<file path="src/rtl/mem_beat_bridge_pkg.sv">
// ---------------------------------------------------------------------------
// mem_bridge_pkg
// Shared types and constants for the L2-to-beat-bus bridge.
//   bridge_state_t : controller states
//   BEATS/LG_BEATS : beat count of the default 512-bit line over a 64-bit bus
//   MEM_LW/MEM_SW  : memory-port opcodes, mirrored from the machine defines
// No ports (package).
// ---------------------------------------------------------------------------
package mem_bridge_pkg;

    localparam int LINE_W_DFLT = 512;
    localparam int BEAT_W_DFLT = 64;
    localparam int BEATS       = LINE_W_DFLT / BEAT_W_DFLT;
    localparam int LG_BEATS    = $clog2(BEATS);

    // Opcode encodings as used on the L2 memory port.
    localparam logic [3:0] MEM_LW = 4'h2;
    localparam logic [3:0] MEM_SW = 4'h3;

    typedef enum logic [2:0] {
        IDLE,
        ADDR,
        RDATA,
        WDATA,
        WRESP,
        DONE
    } bridge_state_t;

endpackage

</file>
<file path="src/rtl/mem_beat_bridge_if.sv">
// ---------------------------------------------------------------------------
// mem_beat_bridge_if
// Bundles the L2 line-request port and the beat-bus port of the bridge.
//   slave  : the bridge's view (takes line requests, drives the bus)
//   master : the environment's view (L2 side plus bus responder)
// Signals:
//   mem_req_*      line request from L2 (valid pulse, addr, opcode, store line)
//   mem_req_ack    request captured
//   mem_rsp_*      completion pulse and assembled load line
//   bus_req_*      address phase (valid/ready, aligned addr, write flag)
//   bus_w*         write beats (valid/ready, data, last)
//   bus_bvalid     write response
//   bus_r*         read beats (valid, data, last); always accepted
// ---------------------------------------------------------------------------
interface mem_beat_bridge_if #(
    parameter int ADDR_W = 32,
    parameter int LINE_W = 512,
    parameter int BEAT_W = 64
);
    logic                mem_req_valid;
    logic [ADDR_W-1:0]   mem_req_addr;
    logic [LINE_W-1:0]   mem_req_store_data;
    logic [3:0]          mem_req_opcode;
    logic                mem_req_ack;
    logic                mem_rsp_valid;
    logic [LINE_W-1:0]   mem_rsp_load_data;

    logic                bus_req_valid;
    logic                bus_req_ready;
    logic [ADDR_W-1:0]   bus_req_addr;
    logic                bus_req_write;
    logic                bus_wvalid;
    logic                bus_wready;
    logic [BEAT_W-1:0]   bus_wdata;
    logic                bus_wlast;
    logic                bus_bvalid;
    logic                bus_rvalid;
    logic [BEAT_W-1:0]   bus_rdata;
    logic                bus_rlast;

    modport slave (
        input  mem_req_valid, mem_req_addr, mem_req_store_data, mem_req_opcode,
        input  bus_req_ready, bus_wready, bus_bvalid, bus_rvalid, bus_rdata, bus_rlast,
        output mem_req_ack, mem_rsp_valid, mem_rsp_load_data,
        output bus_req_valid, bus_req_addr, bus_req_write,
        output bus_wvalid, bus_wdata, bus_wlast
    );

    modport master (
        output mem_req_valid, mem_req_addr, mem_req_store_data, mem_req_opcode,
        output bus_req_ready, bus_wready, bus_bvalid, bus_rvalid, bus_rdata, bus_rlast,
        input  mem_req_ack, mem_rsp_valid, mem_rsp_load_data,
        input  bus_req_valid, bus_req_addr, bus_req_write,
        input  bus_wvalid, bus_wdata, bus_wlast
    );

endinterface

</file>
<file path="src/rtl/mem_beat_bridge_line_shift_buf.sv">
// ---------------------------------------------------------------------------
// line_shift_buf
// One line of storage shared by the load and store paths: a store line is
// loaded whole and read out beat by beat; a load line is written beat by beat.
// Ports:
//   clk          clock
//   i_load_en    load the whole line from i_load_line (has priority)
//   i_wr_en      write i_wr_beat into slot i_wr_idx
//   i_rd_idx     slot presented on o_rd_beat (combinational read)
//   o_line       current line contents
// Line contents carry no reset: every use overwrites them before reading.
// ---------------------------------------------------------------------------
module line_shift_buf #(
    parameter int LINE_W = 512,
    parameter int BEAT_W = 64,
    parameter int LG     = 3
) (
    input  logic              clk,
    input  logic              i_load_en,
    input  logic [LINE_W-1:0] i_load_line,
    input  logic              i_wr_en,
    input  logic [LG-1:0]     i_wr_idx,
    input  logic [BEAT_W-1:0] i_wr_beat,
    input  logic [LG-1:0]     i_rd_idx,
    output logic [BEAT_W-1:0] o_rd_beat,
    output logic [LINE_W-1:0] o_line
);

    logic [LINE_W-1:0] r_line;

    always_ff @(posedge clk) begin
        if (i_load_en) begin
            r_line <= i_load_line;
        end else if (i_wr_en) begin
            r_line[i_wr_idx*BEAT_W +: BEAT_W] <= i_wr_beat;
        end
    end

    assign o_rd_beat = r_line[i_rd_idx*BEAT_W +: BEAT_W];
    assign o_line    = r_line;

endmodule

</file>
<file path="src/rtl/mem_beat_bridge.sv">
// ---------------------------------------------------------------------------
// mem_beat_bridge
// Turns single-pulse full-line L2 memory requests into beat transfers on an
// external bus and reassembles load beats into a line. One transaction in
// flight at a time.
// Ports:
//   clk        clock
//   reset      asynchronous, active-low reset
//   bus        mem_beat_bridge_if.slave (L2 request/response + beat bus)
//   proto_err  sticky protocol-error flag, cleared only by reset
// All outputs are registered.
// ---------------------------------------------------------------------------
module mem_beat_bridge
    import mem_bridge_pkg::*;
#(
    parameter int ADDR_W = 32,
    parameter int LINE_W = LINE_W_DFLT,
    parameter int BEAT_W = BEAT_W_DFLT
) (
    input  logic                 clk,
    input  logic                 reset,
    mem_beat_bridge_if.slave     bus,
    output logic                 proto_err
);

    localparam int NB  = LINE_W / BEAT_W;
    localparam int LG  = $clog2(NB);
    localparam int OFF = $clog2(LINE_W / 8);

    bridge_state_t     r_state;
    logic [3:0]        r_op;
    logic [LG-1:0]     r_beat;
    logic              r_ack;
    logic              r_rsp_valid;
    logic [LINE_W-1:0] r_rsp_data;
    logic              r_req_valid;
    logic [ADDR_W-1:0] r_req_addr;
    logic              r_req_write;
    logic              r_wvalid;
    logic [BEAT_W-1:0] r_wdata;
    logic              r_wlast;
    logic              r_err;

    logic              w_w_hs;
    logic              w_last;
    logic [LG-1:0]     w_next_beat;
    logic [LG-1:0]     w_rd_idx;
    logic [BEAT_W-1:0] w_rd_beat;
    logic [LINE_W-1:0] w_line;
    logic              w_buf_load;
    logic              w_buf_wr;
    logic              w_op_ok;

    assign w_w_hs      = (r_state == WDATA) && r_wvalid && bus.bus_wready;
    assign w_last      = (r_beat == LG'(NB - 1));
    assign w_next_beat = r_beat + 1'b1;   // wraps to 0 after the last beat
    // Pre-fetch the beat that becomes current after this edge, so bus_wdata
    // can be registered without a bus-input-to-output combinational path.
    assign w_rd_idx    = w_w_hs ? w_next_beat : '0;
    assign w_buf_load  = (r_state == IDLE) && bus.mem_req_valid;
    assign w_buf_wr    = (r_state == RDATA) && bus.bus_rvalid;
    assign w_op_ok     = (bus.mem_req_opcode == MEM_LW) || (bus.mem_req_opcode == MEM_SW);

    line_shift_buf #(
        .LINE_W (LINE_W),
        .BEAT_W (BEAT_W),
        .LG     (LG)
    ) u_buf (
        .clk         (clk),
        .i_load_en   (w_buf_load),
        .i_load_line (bus.mem_req_store_data),
        .i_wr_en     (w_buf_wr),
        .i_wr_idx    (r_beat),
        .i_wr_beat   (bus.bus_rdata),
        .i_rd_idx    (w_rd_idx),
        .o_rd_beat   (w_rd_beat),
        .o_line      (w_line)
    );

    always_ff @(posedge clk or negedge reset) begin
        if (!reset) begin
            r_state     <= IDLE;
            r_op        <= '0;
            r_beat      <= '0;
            r_ack       <= 1'b0;
            r_rsp_valid <= 1'b0;
            r_rsp_data  <= '0;
            r_req_valid <= 1'b0;
            r_req_addr  <= '0;
            r_req_write <= 1'b0;
            r_wvalid    <= 1'b0;
            r_wdata     <= '0;
            r_wlast     <= 1'b0;
            r_err       <= 1'b0;
        end else begin
            r_ack       <= 1'b0;
            r_rsp_valid <= 1'b0;

            case (r_state)
                IDLE: begin
                    if (bus.mem_req_valid) begin
                        r_ack <= 1'b1;
                        r_op  <= bus.mem_req_opcode;
                        if (w_op_ok) begin
                            r_state     <= ADDR;
                            r_req_valid <= 1'b1;
                            r_req_addr  <= {bus.mem_req_addr[ADDR_W-1:OFF], {OFF{1'b0}}};
                            r_req_write <= (bus.mem_req_opcode == MEM_SW);
                        end else begin
                            // Unknown opcode: complete without touching the bus.
                            r_state <= DONE;
                            r_err   <= 1'b1;
                        end
                    end
                end

                ADDR: begin
                    if (bus.bus_req_ready) begin
                        r_req_valid <= 1'b0;
                        r_beat      <= '0;
                        if (r_op == MEM_SW) begin
                            r_state  <= WDATA;
                            r_wvalid <= 1'b1;
                            r_wdata  <= w_rd_beat;
                            r_wlast  <= 1'b0;
                        end else begin
                            r_state <= RDATA;
                        end
                    end
                end

                WDATA: begin
                    if (w_w_hs) begin
                        r_beat <= w_next_beat;
                        if (w_last) begin
                            r_wvalid <= 1'b0;
                            r_wlast  <= 1'b0;
                            r_state  <= WRESP;
                        end else begin
                            r_wdata <= w_rd_beat;
                            r_wlast <= (w_next_beat == LG'(NB - 1));
                        end
                    end
                end

                WRESP: begin
                    if (bus.bus_bvalid) begin
                        r_state <= DONE;
                    end
                end

                RDATA: begin
                    if (bus.bus_rvalid) begin
                        r_beat <= w_next_beat;
                        if (w_last) begin
                            // Finish on beat count even if rlast disagrees.
                            r_state <= DONE;
                            if (!bus.bus_rlast) begin
                                r_err <= 1'b1;
                            end
                        end else if (bus.bus_rlast) begin
                            r_err <= 1'b1;
                        end
                    end
                end

                DONE: begin
                    r_rsp_valid <= 1'b1;
                    r_state     <= IDLE;
                    if (r_op == MEM_LW) begin
                        r_rsp_data <= w_line;
                    end
                end

                default: r_state <= IDLE;
            endcase

            // Stray traffic: requests while busy are dropped, bus responses
            // with nothing expecting them are ignored; all are flagged.
            if (bus.mem_req_valid && (r_state != IDLE)) begin
                r_err <= 1'b1;
            end
            if (bus.bus_rvalid && (r_state != RDATA)) begin
                r_err <= 1'b1;
            end
            if (bus.bus_bvalid && (r_state != WRESP)) begin
                r_err <= 1'b1;
            end
        end
    end

    assign bus.mem_req_ack       = r_ack;
    assign bus.mem_rsp_valid     = r_rsp_valid;
    assign bus.mem_rsp_load_data = r_rsp_data;
    assign bus.bus_req_valid     = r_req_valid;
    assign bus.bus_req_addr      = r_req_addr;
    assign bus.bus_req_write     = r_req_write;
    assign bus.bus_wvalid        = r_wvalid;
    assign bus.bus_wdata         = r_wdata;
    assign bus.bus_wlast         = r_wlast;
    assign proto_err             = r_err;

endmodule

</file>
<file path="src/flat_wrapper.sv">
// flat-port wrapper written by rule: the top's interface ports become plain ports
module mem_beat_bridge_flat import mem_bridge_pkg::*;
#(
    parameter int ADDR_W = 32,
    parameter int LINE_W = LINE_W_DFLT,
    parameter int BEAT_W = BEAT_W_DFLT
)
  (clk, reset, proto_err, bus_mem_req_valid, bus_mem_req_addr, bus_mem_req_store_data, bus_mem_req_opcode, bus_bus_req_ready, bus_bus_wready, bus_bus_bvalid, bus_bus_rvalid, bus_bus_rdata, bus_bus_rlast, bus_mem_req_ack, bus_mem_rsp_valid, bus_mem_rsp_load_data, bus_bus_req_valid, bus_bus_req_addr, bus_bus_req_write, bus_bus_wvalid, bus_bus_wdata, bus_bus_wlast);
  mem_beat_bridge_if #(.ADDR_W(ADDR_W), .LINE_W(LINE_W), .BEAT_W(BEAT_W)) bus_i ();
  input  logic clk;
  input  logic reset;
  output logic proto_err;
  input wire logic [$bits(bus_i.mem_req_valid)-1:0] bus_mem_req_valid;
  input wire logic [$bits(bus_i.mem_req_addr)-1:0] bus_mem_req_addr;
  input wire logic [$bits(bus_i.mem_req_store_data)-1:0] bus_mem_req_store_data;
  input wire logic [$bits(bus_i.mem_req_opcode)-1:0] bus_mem_req_opcode;
  input wire logic [$bits(bus_i.bus_req_ready)-1:0] bus_bus_req_ready;
  input wire logic [$bits(bus_i.bus_wready)-1:0] bus_bus_wready;
  input wire logic [$bits(bus_i.bus_bvalid)-1:0] bus_bus_bvalid;
  input wire logic [$bits(bus_i.bus_rvalid)-1:0] bus_bus_rvalid;
  input wire logic [$bits(bus_i.bus_rdata)-1:0] bus_bus_rdata;
  input wire logic [$bits(bus_i.bus_rlast)-1:0] bus_bus_rlast;
  output wire logic [$bits(bus_i.mem_req_ack)-1:0] bus_mem_req_ack;
  output wire logic [$bits(bus_i.mem_rsp_valid)-1:0] bus_mem_rsp_valid;
  output wire logic [$bits(bus_i.mem_rsp_load_data)-1:0] bus_mem_rsp_load_data;
  output wire logic [$bits(bus_i.bus_req_valid)-1:0] bus_bus_req_valid;
  output wire logic [$bits(bus_i.bus_req_addr)-1:0] bus_bus_req_addr;
  output wire logic [$bits(bus_i.bus_req_write)-1:0] bus_bus_req_write;
  output wire logic [$bits(bus_i.bus_wvalid)-1:0] bus_bus_wvalid;
  output wire logic [$bits(bus_i.bus_wdata)-1:0] bus_bus_wdata;
  output wire logic [$bits(bus_i.bus_wlast)-1:0] bus_bus_wlast;
  assign bus_i.mem_req_valid = bus_mem_req_valid;
  assign bus_i.mem_req_addr = bus_mem_req_addr;
  assign bus_i.mem_req_store_data = bus_mem_req_store_data;
  assign bus_i.mem_req_opcode = bus_mem_req_opcode;
  assign bus_i.bus_req_ready = bus_bus_req_ready;
  assign bus_i.bus_wready = bus_bus_wready;
  assign bus_i.bus_bvalid = bus_bus_bvalid;
  assign bus_i.bus_rvalid = bus_bus_rvalid;
  assign bus_i.bus_rdata = bus_bus_rdata;
  assign bus_i.bus_rlast = bus_bus_rlast;
  assign bus_mem_req_ack = bus_i.mem_req_ack;
  assign bus_mem_rsp_valid = bus_i.mem_rsp_valid;
  assign bus_mem_rsp_load_data = bus_i.mem_rsp_load_data;
  assign bus_bus_req_valid = bus_i.bus_req_valid;
  assign bus_bus_req_addr = bus_i.bus_req_addr;
  assign bus_bus_req_write = bus_i.bus_req_write;
  assign bus_bus_wvalid = bus_i.bus_wvalid;
  assign bus_bus_wdata = bus_i.bus_wdata;
  assign bus_bus_wlast = bus_i.bus_wlast;
  mem_beat_bridge #(.ADDR_W(ADDR_W), .LINE_W(LINE_W), .BEAT_W(BEAT_W)) u_core (.clk(clk), .reset(reset), .bus(bus_i), .proto_err(proto_err));
endmodule
</file>
<file path="config.mk">
export PLATFORM = sky130hd
export DESIGN_NAME = mem_beat_bridge_flat
export DESIGN_NICKNAME = d
export VERILOG_FILES = /design/src/rtl/mem_beat_bridge_pkg.sv /design/src/rtl/mem_beat_bridge_if.sv /design/src/rtl/mem_beat_bridge_line_shift_buf.sv /design/src/rtl/mem_beat_bridge.sv /design/src/flat_wrapper.sv
export SDC_FILE = /design/constraint.sdc
export NUM_CORES = 2
export LEC_CHECK = 0
export ABC_AREA = 1
export CAP_MARGIN = 40
export CORE_MARGIN = 10
export CORE_UTILIZATION = 25
export DETAILED_ROUTE_END_ITERATION = 6
export GPL_ROUTABILITY_DRIVEN = 0
export PLACE_DENSITY = 0.46
export SYNTH_ARGS = -nofsm -noshare
export SYNTH_HDL_FRONTEND = slang
export SYNTH_SLANG_ARGS = --single-unit
</file>
<file path="constraint.sdc">
create_clock -name clk -period 9.1 [get_ports clk]
set_clock_uncertainty 0.15 [all_clocks]
set_input_delay 1.82 -clock clk [delete_from_list [all_inputs] [get_ports clk]]
set_output_delay 1.82 -clock clk [all_outputs]
set_load 0.005 [all_outputs]
</file>
==> impl_metrics.csv <==
group,metric,value,unit
layout,final_cells,9934,
critical_path,worstSetupEndpoint,"u_core.bus.bus_wdata[61]",
critical_path,arrival,5.41,ns
worst_hold_path,min_path_type,"flip-flop to flip-flop",
status,outcome,"finished, final reports clean",
critical_path,cp_common_cell,"nand2_1",
critical_path,cp_slowest_cell,"buf_4",
clocking,htreeDepth,4,
drt,antenna_left,0,
layout,stdcell_area,71800,um^2
grt,grt_first_pass_wirelength,411,mm
synth,syn-mean-instance-area,8.71,um^2
critical_path,worstRegToRegCells,9,
pwr,vdd_drop_max,222,uV
drt,vias,49800,
critical_path,cp_num_buf_inv,5,
synth,synth_top_cell_by_area,"dfrtp_1",
timing,tns,0,ns
synth,ys_area,52100,um^2
clocking,cts_root_buffer,"clkbuf_16",
critical_path,worst-setup-path-type,"input port to flip-flop",
layout,area_growth,37.8,%
pwr,seq_power_share,37.3,%
critical_path,start_kind,"input port",
job,warnings,64,
synth,ys_sh_xor,0,%
drt,wl_per_cell,30.4,um
timing,max_freq,206,MHz
timing,worstMarginPinSlew,1.32,ns
critical_path,crit_family,"buffers and inverters",
worst_hold_path,hp-start,"u_core.bus.bus_req_addr[17]",
critical_path,worstPathRequired,9.67,ns
placed_design,dp.cells,9646,
pwr,p_sw_share,38.2,%
synth,ys_seq_share,59.2,%
die,die_x,477,um
synth,flop_cell,"dfrtp_1",
synth,numSynthFlops,1131,
critical_path,crit_start,"bus_bus_wready",
layout,final_nets,7630,
placed_design,port_buffers,1222,
synth,aoi_share,10.4,%
synth,yosys_warnings,0,
clocking,cts_tree,"built",
synth,edf_count,512,
synth,ys_types,31,
layout,fillers,21800,
critical_path,path_max_fanout,97,
pwr,p_int,0.0134,W
pwr,p_comb,0.00811,W
die,fp-utilization,25.1,%
pwr,power-top-group,"registers",
critical_path,worstReg2RegStart,"u_core.r_beat[0]",
synth,ys_sh_mux,0,%
die,die.size.y,477,um
grt,grt_pass1_vias,49300,
drt,firstDrtPassIters,6,
synth,synth-adder-area-share,0.192,%
pwr,p_comb_share,37.2,%
die,top_level_ports,1235,
critical_path,critical_path_depth,11,
die,num_rows,167,
drt,via_per_inst,5.01,
timing,setup_viol,0,
timing,hold_viol,0,
timing,hold-worst-slack,0.319,ns
synth,simple_gate_share,22.0,%
drt,routed_wirelength,302,mm
grt,grtUsageTotal,25.4,%
clocking,clk_pin_slew,0.06,ns
timing,slew_viol_final,0,
synth,ys_cells,5984,
synth,top_cell,"nand2_1",
worst_hold_path,whs_endpoint,"u_core.bus.bus_req_addr[17]",
layout,multiInputGateArea,17200,um^2
critical_path,r2r_slack,4.49,ns
synth,top_logic_kind,"simple AND/OR/NAND/NOR gates",
drt,drc,0,
pwr,power_switching,0.00833,W
timing,fin_crit,4.85,ns
timing,finalCritPeriodShare,53.3,%
clocking,postCtsSetupBuffers,0,
synth,yosys-top-cells-area,"dfrtp_1 30%, edfxtp_1 30%, nand2_1 13%, o21ai_0 5.7%, inv_1 4.3%",
critical_path,end_kind,"flip-flop",
timing,slew_headroom,11.7,%
grt,grt_max_degree,229,
synth,top_cells_by_count,"1774 x nand2_1, 619 x dfrtp_1, 603 x inv_1",
critical_path,r2r_end,"u_core.u_buf.o_line[498]",
synth,syn_area,52100,um^2
synth,synthDominantCellAreaShare,29.7,%
drt,drt_iter0_markers,5275,
die,chipArea,227000,um^2
critical_path,critPathMaxStageDelay,0.62,ns
synth,syn_inst,5984,
placed_design,placed_cell_area,67300,um^2
worst_hold_path,hold_depth,2,
timing,rsz0062_at_grt,"false",
synth,async_reset_ff_share,54.7,%
clocking,cts_made_buffers,142,
job,max_cap_viol_count,0,
placed_design,hpwl,218,mm
pwr,powerDensity,303,nW/um^2
clocking,clock_path_buffers,3,
grt,antenna_found_initial,73,
placed_design,place_ws,3.35,ns
clocking,post_cts_resized,0,
clocking,cts_num_sinks,1131,
grt,grt-ovfl-total,0,
layout,drive_gt1_share,4.76,%
clocking,cts_hold_buffers,0,
pwr,p_seq,0.00811,W
critical_path,cp_cell_sequence,"clkdlybuf4s50_1, nand2_1, inv_8, nand2_1, nor2_4, buf_4, inv_4, buf_4, nand3_1, nand3_1, nand2_1",
layout,regArea,30900,um^2
pwr,total_power,0.0218,W
pwr,leakage,29.3,nW
==> layout make-up <==
cell class                      count  area share [%]
Timing Repair Buffer             1318            18.6
Clock inverter                     43           0.385
Sequential cell                  1131            43.0
Clock buffer                      219            5.82
Tap cell                         2788            4.86
Inverter                          614            3.27
Multi-Input combinational cell   3795            24.0
Antenna cell                       26          0.0907
==> placed cells by master, fill, tap and decap left out, types with 10 or more instances in the layout <==
cell             netlist  final
diode_2                0     26
clkinv_1               2     11
nor3_1                10     10
nand2_1             1774   1771
clkbuf_8               0     23
dfrtp_1              619    618
inv_1                603    601
clkinv_2               0     19
clkbuf_1             256     49
clkbuf_16              0    147
nor2_1               258    257
clkdlybuf4s50_1        0   1221
buf_4                  8     73
nand3_1              422    416
nand4_1              258    258
buf_16                 0     10
o21ai_0              589    583
o21ai_1              401    400
o31ai_1               53     53
edfxtp_1             512    512
buf_12                 0     13
==> flip-flops by register name (all words and copies together), names as in the netlist <==
name,cells
u_core.bus.bus_wdata,64
u_core.r_state,3
u_core.bus.bus_req_addr,26
u_core.bus.bus_wlast,1
u_core.bus.bus_req_valid,1
u_core.bus.mem_req_ack,1
u_core.bus.mem_rsp_load_data,512
u_core.r_beat,3
u_core.proto_err,1
u_core.u_buf.o_line,512
u_core.bus.bus_wvalid,1
u_core.bus.bus_req_write,1
u_core.bus.mem_rsp_valid,1
u_core.r_op,4
==> layer usage <==
| layer | vias up | wire length [um] | GRT usage (%) |
|---|---|---|---|
| met2 | 2754 | 135000 | 39.7 |
| met4 | 62 | 16300 | 12.5 |
| met3 | 557 | 29600 | 8.06 |
| met5 | - | 382 | 0 |
| met1 | 24500 | 120000 | 31.6 |
| li1 | 21900 | - | - |
Figure 1. Clock wires, drivers and flops.
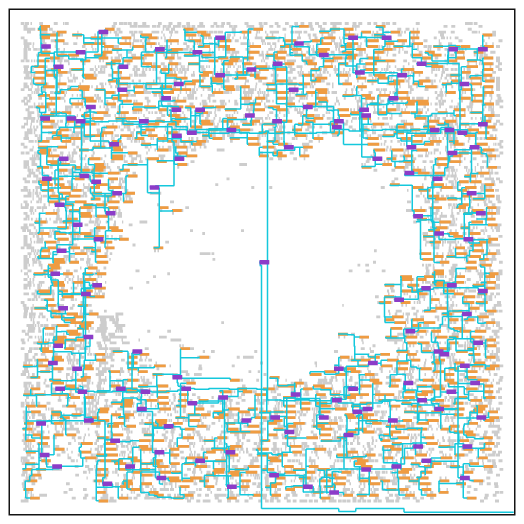
[clock-net drivers] purple | count: 142
[clock wires] cyan | length: 18000 um
[flip-flops] orange | count: 1131
flops lie: spread over the die
clk ins delay skew pair: 0.80 ns
Clk pwr share: 25.5%
clock network power: 0.00556 W

Figure 2. Cells by drive strength.
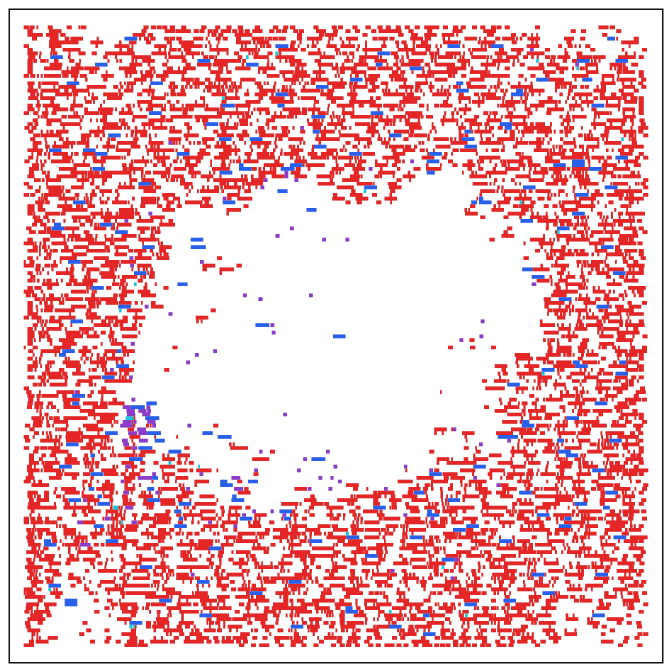
| size | colour | cells | share | most used |
|---|---|---|---|---|
| x2 | cyan | 24 | 0.34% | clkinv_2 |
| x1 and smaller | red | 6781 | 95% | nand2_1 |
| x3 and x4 | purple | 108 | 1.5% | buf_4 |
| x6 and larger | blue | 207 | 2.9% | clkbuf_16 |
Final Worst Setup Slack: 4.25 ns
Non-clk bufs: 1318

Figure 3. Placed cells, one colour a class.
The bar under the picture is 100 um long.
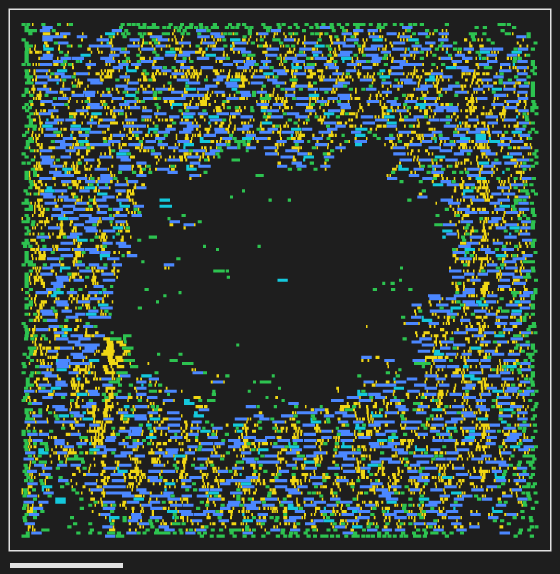
| class | colour | cells |
|---|---|---|
| remaining logic cells | yellow | 4409 |
| remaining buffers and delay cells | green | 1318 |
| registers | blue | 1131 |
| clock drivers and dummy loads | cyan | 262 |
final core area utilization: 34.6%
flop share of the area: 43.0%
area of the core: 207000 um^2

Power is estimated from default activity; no workload was simulated.
